--- config.mk ---
export PLATFORM = sky130hd
export DESIGN_NAME = multicycle_main_fsm
export DESIGN_NICKNAME = d
export VERILOG_FILES = /design/src/rtl/multicycle_main_fsm.sv
export SDC_FILE = /design/constraint.sdc
export NUM_CORES = 1
export LEC_CHECK = 0
export ABC_AREA = 0
export CORE_ASPECT_RATIO = 0.5
export CORE_MARGIN = 1
export CORE_UTILIZATION = 50
export DETAILED_ROUTE_END_ITERATION = 8
export HOLD_SLACK_MARGIN = 0.05
export PLACE_DENSITY_LB_ADDON = 0.05
export SYNTH_ARGS = -nofsm -noshare
export SYNTH_HDL_FRONTEND = slang
export SYNTH_SLANG_ARGS = --single-unit
export TNS_END_PERCENT = 30
--- constraint.sdc ---
create_clock -name clk -period 2.58 [get_ports clk]
set_input_delay 0.258 -clock clk [delete_from_list [all_inputs] [get_ports clk]]
set_output_delay 0.258 -clock clk [all_outputs]
set_load 0.005 [all_outputs]
--- src/rtl/multicycle_main_fsm.sv ---
// multicycle_main_fsm
//   Control sequencer for a multi-cycle RV32 datapath. One memory port is
//   shared by instruction fetch and data access. One ALU is shared by PC
//   increment, address generation and branch compare. The sequencer walks
//   R-type, lw, sw and beq through fetch / decode / execute / memory /
//   writeback.
//
//   Memory accesses wait on mem_ready and are bounded by a timeout. The
//   block has a sticky trap state and a retired-instruction counter.
//
// Ports
//   clk, reset      clock; synchronous active-high reset
//   OP              opcode from the instruction register (next-state only)
//   mem_ready       memory completes the current access this cycle
//   PCWrite         unconditional PC load
//   PCWriteCond     PC load qualified by ALU zero
//   IorD            memory address select (0 PC, 1 ALUOut)
//   MemRead         memory read request
//   MemWrite        memory write request
//   IRWrite         instruction register load
//   MemtoReg        writeback select (1 MDR)
//   ALUop           00 add, 01 sub/compare, 10 funct-decoded
//   ALUsrcA         0 PC, 1 rs1
//   ALUsrcB         00 rs2, 01 constant 4, 10 immediate
//   PCSource        0 ALU result, 1 ALUOut
//   RegWrite        register file write
//   trap            sticky; illegal opcode or memory timeout
//   trap_cause      0 illegal opcode, 1 timeout (valid while trap=1)
//   retired         completed-instruction count, wraps
module multicycle_main_fsm #(
  parameter int TIMEOUT = 15,
  parameter int CNT_W   = 32
) (
  input  logic             clk,
  input  logic             reset,
  input  logic [6:0]       OP,
  input  logic             mem_ready,
  output logic             PCWrite,
  output logic             PCWriteCond,
  output logic             IorD,
  output logic             MemRead,
  output logic             MemWrite,
  output logic             IRWrite,
  output logic             MemtoReg,
  output logic [1:0]       ALUop,
  output logic             ALUsrcA,
  output logic [1:0]       ALUsrcB,
  output logic             PCSource,
  output logic             RegWrite,
  output logic             trap,
  output logic             trap_cause,
  output logic [CNT_W-1:0] retired
);

  localparam logic [3:0] FETCH     = 4'd0;
  localparam logic [3:0] DECODE    = 4'd1;
  localparam logic [3:0] EXEC_R    = 4'd2;
  localparam logic [3:0] ALU_WB    = 4'd3;
  localparam logic [3:0] MEM_ADDR  = 4'd4;
  localparam logic [3:0] MEM_READ  = 4'd5;
  localparam logic [3:0] MEM_WB    = 4'd6;
  localparam logic [3:0] MEM_WRITE = 4'd7;
  localparam logic [3:0] BRANCH    = 4'd8;
  localparam logic [3:0] TRAP      = 4'd9;

  localparam logic [6:0] OP_R   = 7'd51;
  localparam logic [6:0] OP_LW  = 7'd3;
  localparam logic [6:0] OP_SW  = 7'd35;
  localparam logic [6:0] OP_BEQ = 7'd99;

  // TIMEOUT is limited to 1..255, so an 8-bit wait counter is enough.
  localparam logic [7:0] WAIT_LAST = 8'(TIMEOUT - 1);

  logic [3:0] state, nextState;
  logic [7:0] waitCnt;
  logic       isWait;
  logic       timedOut;
  logic       enterTrap;
  logic       retireNow;

  // These states hold a memory access open until mem_ready is seen.
  assign isWait = (state == FETCH) || (state == MEM_READ) ||
                  (state == MEM_WRITE);

  // A late mem_ready on the last allowed cycle still completes the access.
  assign timedOut  = isWait && !mem_ready && (waitCnt == WAIT_LAST);
  assign enterTrap = (nextState == TRAP) && (state != TRAP);

  // An instruction counts as retired in its final cycle. An sw that is
  // still waiting on memory has not retired yet.
  assign retireNow = (state == ALU_WB) || (state == MEM_WB) ||
                     (state == BRANCH) ||
                     ((state == MEM_WRITE) && mem_ready);

  // Next-state logic. OP is only consulted here, so it never has a
  // combinational path to the control outputs.
  always_comb begin
    nextState = state;
    case (state)
      FETCH: begin
        if (mem_ready)     nextState = DECODE;
        else if (timedOut) nextState = TRAP;
      end
      DECODE: begin
        case (OP)
          OP_R:         nextState = EXEC_R;
          OP_LW, OP_SW: nextState = MEM_ADDR;
          OP_BEQ:       nextState = BRANCH;
          default:      nextState = TRAP;
        endcase
      end
      EXEC_R:   nextState = ALU_WB;
      ALU_WB:   nextState = FETCH;
      MEM_ADDR: nextState = (OP == OP_LW) ? MEM_READ : MEM_WRITE;
      MEM_READ: begin
        if (mem_ready)     nextState = MEM_WB;
        else if (timedOut) nextState = TRAP;
      end
      MEM_WB:   nextState = FETCH;
      MEM_WRITE: begin
        if (mem_ready)     nextState = FETCH;
        else if (timedOut) nextState = TRAP;
      end
      BRANCH:   nextState = FETCH;
      TRAP:     nextState = TRAP;
      // Unused encodings fall back to a fresh fetch.
      default:  nextState = FETCH;
    endcase
  end

  always_ff @(posedge clk) begin
    if (reset) state <= FETCH;
    else       state <= nextState;
  end

  // The counter only advances while the access stays pending. It is cleared
  // on a completed access or on any state change, including entry to TRAP.
  always_ff @(posedge clk) begin
    if (reset)
      waitCnt <= '0;
    else if (isWait && !mem_ready && (nextState == state))
      waitCnt <= waitCnt + 8'd1;
    else
      waitCnt <= '0;
  end

  // Both trap flags are latched on entry to TRAP. Only reset clears them.
  always_ff @(posedge clk) begin
    if (reset) begin
      trap       <= 1'b0;
      trap_cause <= 1'b0;
    end else if (enterTrap) begin
      trap       <= 1'b1;
      trap_cause <= timedOut;
    end
  end

  // The counter wraps naturally and never saturates. In TRAP, retireNow
  // is 0, so the value holds.
  always_ff @(posedge clk) begin
    if (reset)          retired <= '0;
    else if (retireNow) retired <= retired + CNT_W'(1);
  end

  // Control outputs depend on state, and on mem_ready in FETCH.
  always_comb begin
    PCWrite     = 1'b0;
    PCWriteCond = 1'b0;
    IorD        = 1'b0;
    MemRead     = 1'b0;
    MemWrite    = 1'b0;
    IRWrite     = 1'b0;
    MemtoReg    = 1'b0;
    ALUop       = 2'b00;
    ALUsrcA     = 1'b0;
    ALUsrcB     = 2'b00;
    PCSource    = 1'b0;
    RegWrite    = 1'b0;
    case (state)
      FETCH: begin
        // PC+4 goes through the ALU. PC and IR load only when the fetch
        // actually returns data.
        MemRead = 1'b1;
        ALUsrcB = 2'b01;
        IRWrite = mem_ready;
        PCWrite = mem_ready;
      end
      DECODE: begin
        // Branch target is computed speculatively into ALUOut.
        ALUsrcB = 2'b10;
      end
      EXEC_R: begin
        ALUsrcA = 1'b1;
        ALUop   = 2'b10;
      end
      ALU_WB: begin
        RegWrite = 1'b1;
      end
      MEM_ADDR: begin
        ALUsrcA = 1'b1;
        ALUsrcB = 2'b10;
      end
      MEM_READ: begin
        MemRead = 1'b1;
        IorD    = 1'b1;
      end
      MEM_WB: begin
        RegWrite = 1'b1;
        MemtoReg = 1'b1;
      end
      MEM_WRITE: begin
        MemWrite = 1'b1;
        IorD     = 1'b1;
      end
      BRANCH: begin
        ALUsrcA     = 1'b1;
        ALUop       = 2'b01;
        PCWriteCond = 1'b1;
        PCSource    = 1'b1;
      end
      default: ;
    endcase
  end

endmodule

Fig. 1: track usage over the die
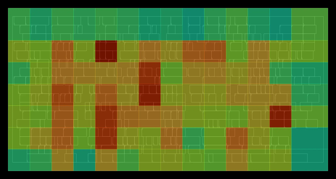
global routing's busiest layer: met2
Routed WL per cell: 14.3 um

Fig. 2: pin map
Pins as bars across the die edge, other pins in gray.
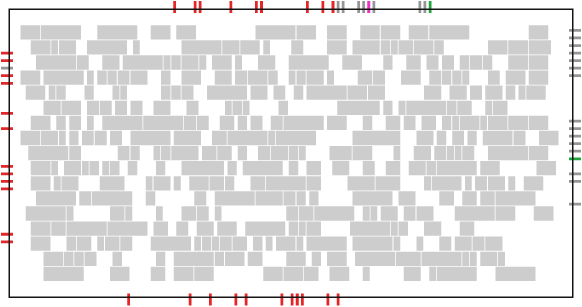
Key: red = retired [pins 32, direction output, edge 12 left, 11 bottom, 9 top]; green = ALUsrcB [pins 2, direction output, edge 1 right, 1 top]; magenta = ALUsrcA [pins 1, direction output, edge top]

Fig. 3: routed metal, one color a layer
Two of the layers only.
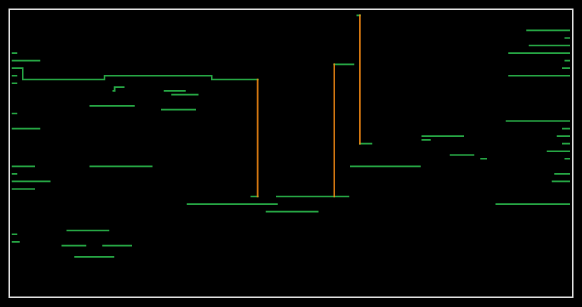
Key: green = met3 [wire length 285 um]; orange = met4 [wire length 68.0 um]
gr usage total: 23.4%
Total Wirelength: 5.93 mm
vias post-DR: 2354

==> reports/summary.txt <==
Status = finished, final reports clean
Buf/Inv on CP = 1
Worst EP arrival = 2.19 ns
Global-route wire length before repair = 9.58 mm
Global placement routability congestion = 0.819
Ys cells = 296
Total power = 1.33 mW
Clock root cell = clkbuf_8
Final worst path period share = 94.8%
Adder Area Share = 1.93%
Setup tns final = 0 ns
Reg-to-Reg Start = state[1]
Seq. pwr = 0.736 mW
MUX share of area = 0%
CP Capture Point = PCWrite
Delay-heaviest family, CP = simple AND/OR/NAND/NOR gates
Grt ovf = 0
P_sw = 0.338 mW
Highest-count logic cell in the final layout = clkdlybuf4s50_1
Count of cell types in the netlist = 47
Post-synth ARST share = 0%
Max VDD drop = 0.000250 V
CP max FO = 19
Post-place setup slack = 0.339 ns
Placed cell count = 408
Final net count = 362
FF-to-FF setup slack = 0.34 ns
Post-CTS setup buffer count = 0
Initial DRC Count = 78
Reg2reg end = retired[28]
Met3 Resource Use GR = 4.57%
Static Leak = 1.04 nW
Layout cells sized above 1 = 6.59%
Clock network power share = 31.9%
Worst R2R Path Depth = 5
Power share of the combinational group = 12.6%
Critical Path RT = 2.32 ns
CP Depth = 3
CTS HTree Levels = 2
Die Y = 51.6 um
Post-Synth Simple-Gate Area = 33.9%
Peak Freq = 0.409 GHz
Vias in the first global route = 2146
Avg Cell Area, Syn = 8.32 sq um
Synth Warn # = 0
Clk buf depth = 2
ANT nets after route = 0
Count leader, synth = dfxtp_1
DRC viols = 0
FF/Latch Area = 922 sq um
Logic family by area = simple AND/OR/NAND/NOR gates
Max transition margin = 58.3%
Yosys chip area = 2460 sq um
Final hold viol count = 0
Int Pwr = 0.988 mW
Worst Hold Class = reg -> reg
Final Slew Violations = 0
Leading power group = sequential cells
Post-layout util = 69.3%
P_comb = 0.167 mW
Detailed Routing Iterations Pass 1 = 4
Largest net degree at the start of global routing = 37
# rows = 17
Finished Layout Cells = 415
Met1 GRT Util = 30.6%
Ports = 58
Fin worst setup slack = 0.135 ns
Critical Path Slowest Stage Cell = nor4_1
Worst Setup SP = state[1]
Synth top cells by count = dfxtp_1 (46), nor2_1 (30), nand2_1 (21)
CP peak stage delay = 0.65 ns
PostCTS Resize Cnt = 0
Comb area = 1420 sq um
Mapped Area = 2460 sq um
Area Growth Syn to Fin = 28.2%
Global routing usage on met2 = 38.8%
Slew @ Worst Pin = 0.609 ns
Mapped Cells = 296
Die Span X = 101 um
Switching portion of total power = 25.5%
CTS Hold Bufs = 0
Hold Path Origin = waitCnt[0]
Core area = 4550 sq um
And-or/or-and share of the synthesized area = 14.5%
CTS sink count = 46
TritonCTS clock tree = built
Clk slew on worst S/H paths = 0.09 ns
Drt via density = 5.67
Cells on Worst Hold Path = 1
Most frequent cells in the layout = clkdlybuf4s50_1 (57), dfxtp_1 (45), nor2_1 (30)
Post-synth EDFFs = 0
Antenna diodes = 0
Post-route cell area = 3160 sq um
# fillers = 408
CP cell instances = nor4_1, and2_1, clkdlybuf4s50_1
HPWL Detailed = 4.16 mm
CP Class = reg -> out
Crit path time final = 2.45 ns
Sequential Power Share = 55.5%
==> metal layers <==
layer	routed length (um)	part of all wire, %
met3	285	4.8
met4	68	1.1
met5	0	0
met2	2600	44
met1	2970	50
==> area by class of cell <==
class                   instances  area share, %
multi-input cells             225           45.1
clock buffers                   5           2.18
well taps                      66           2.62
inverters                       7          0.833
flip-flops and latches         46           29.2
repair buffers                 64           19.7
clock inverters                 2          0.317
==> sequential cells by signal (all words and copies together) (netlist names) <==
name and count:
retired 32, state 4, trap 1, trap_cause 1, waitCnt 8
No activity file was given, so power comes from the tool's default toggle rates.
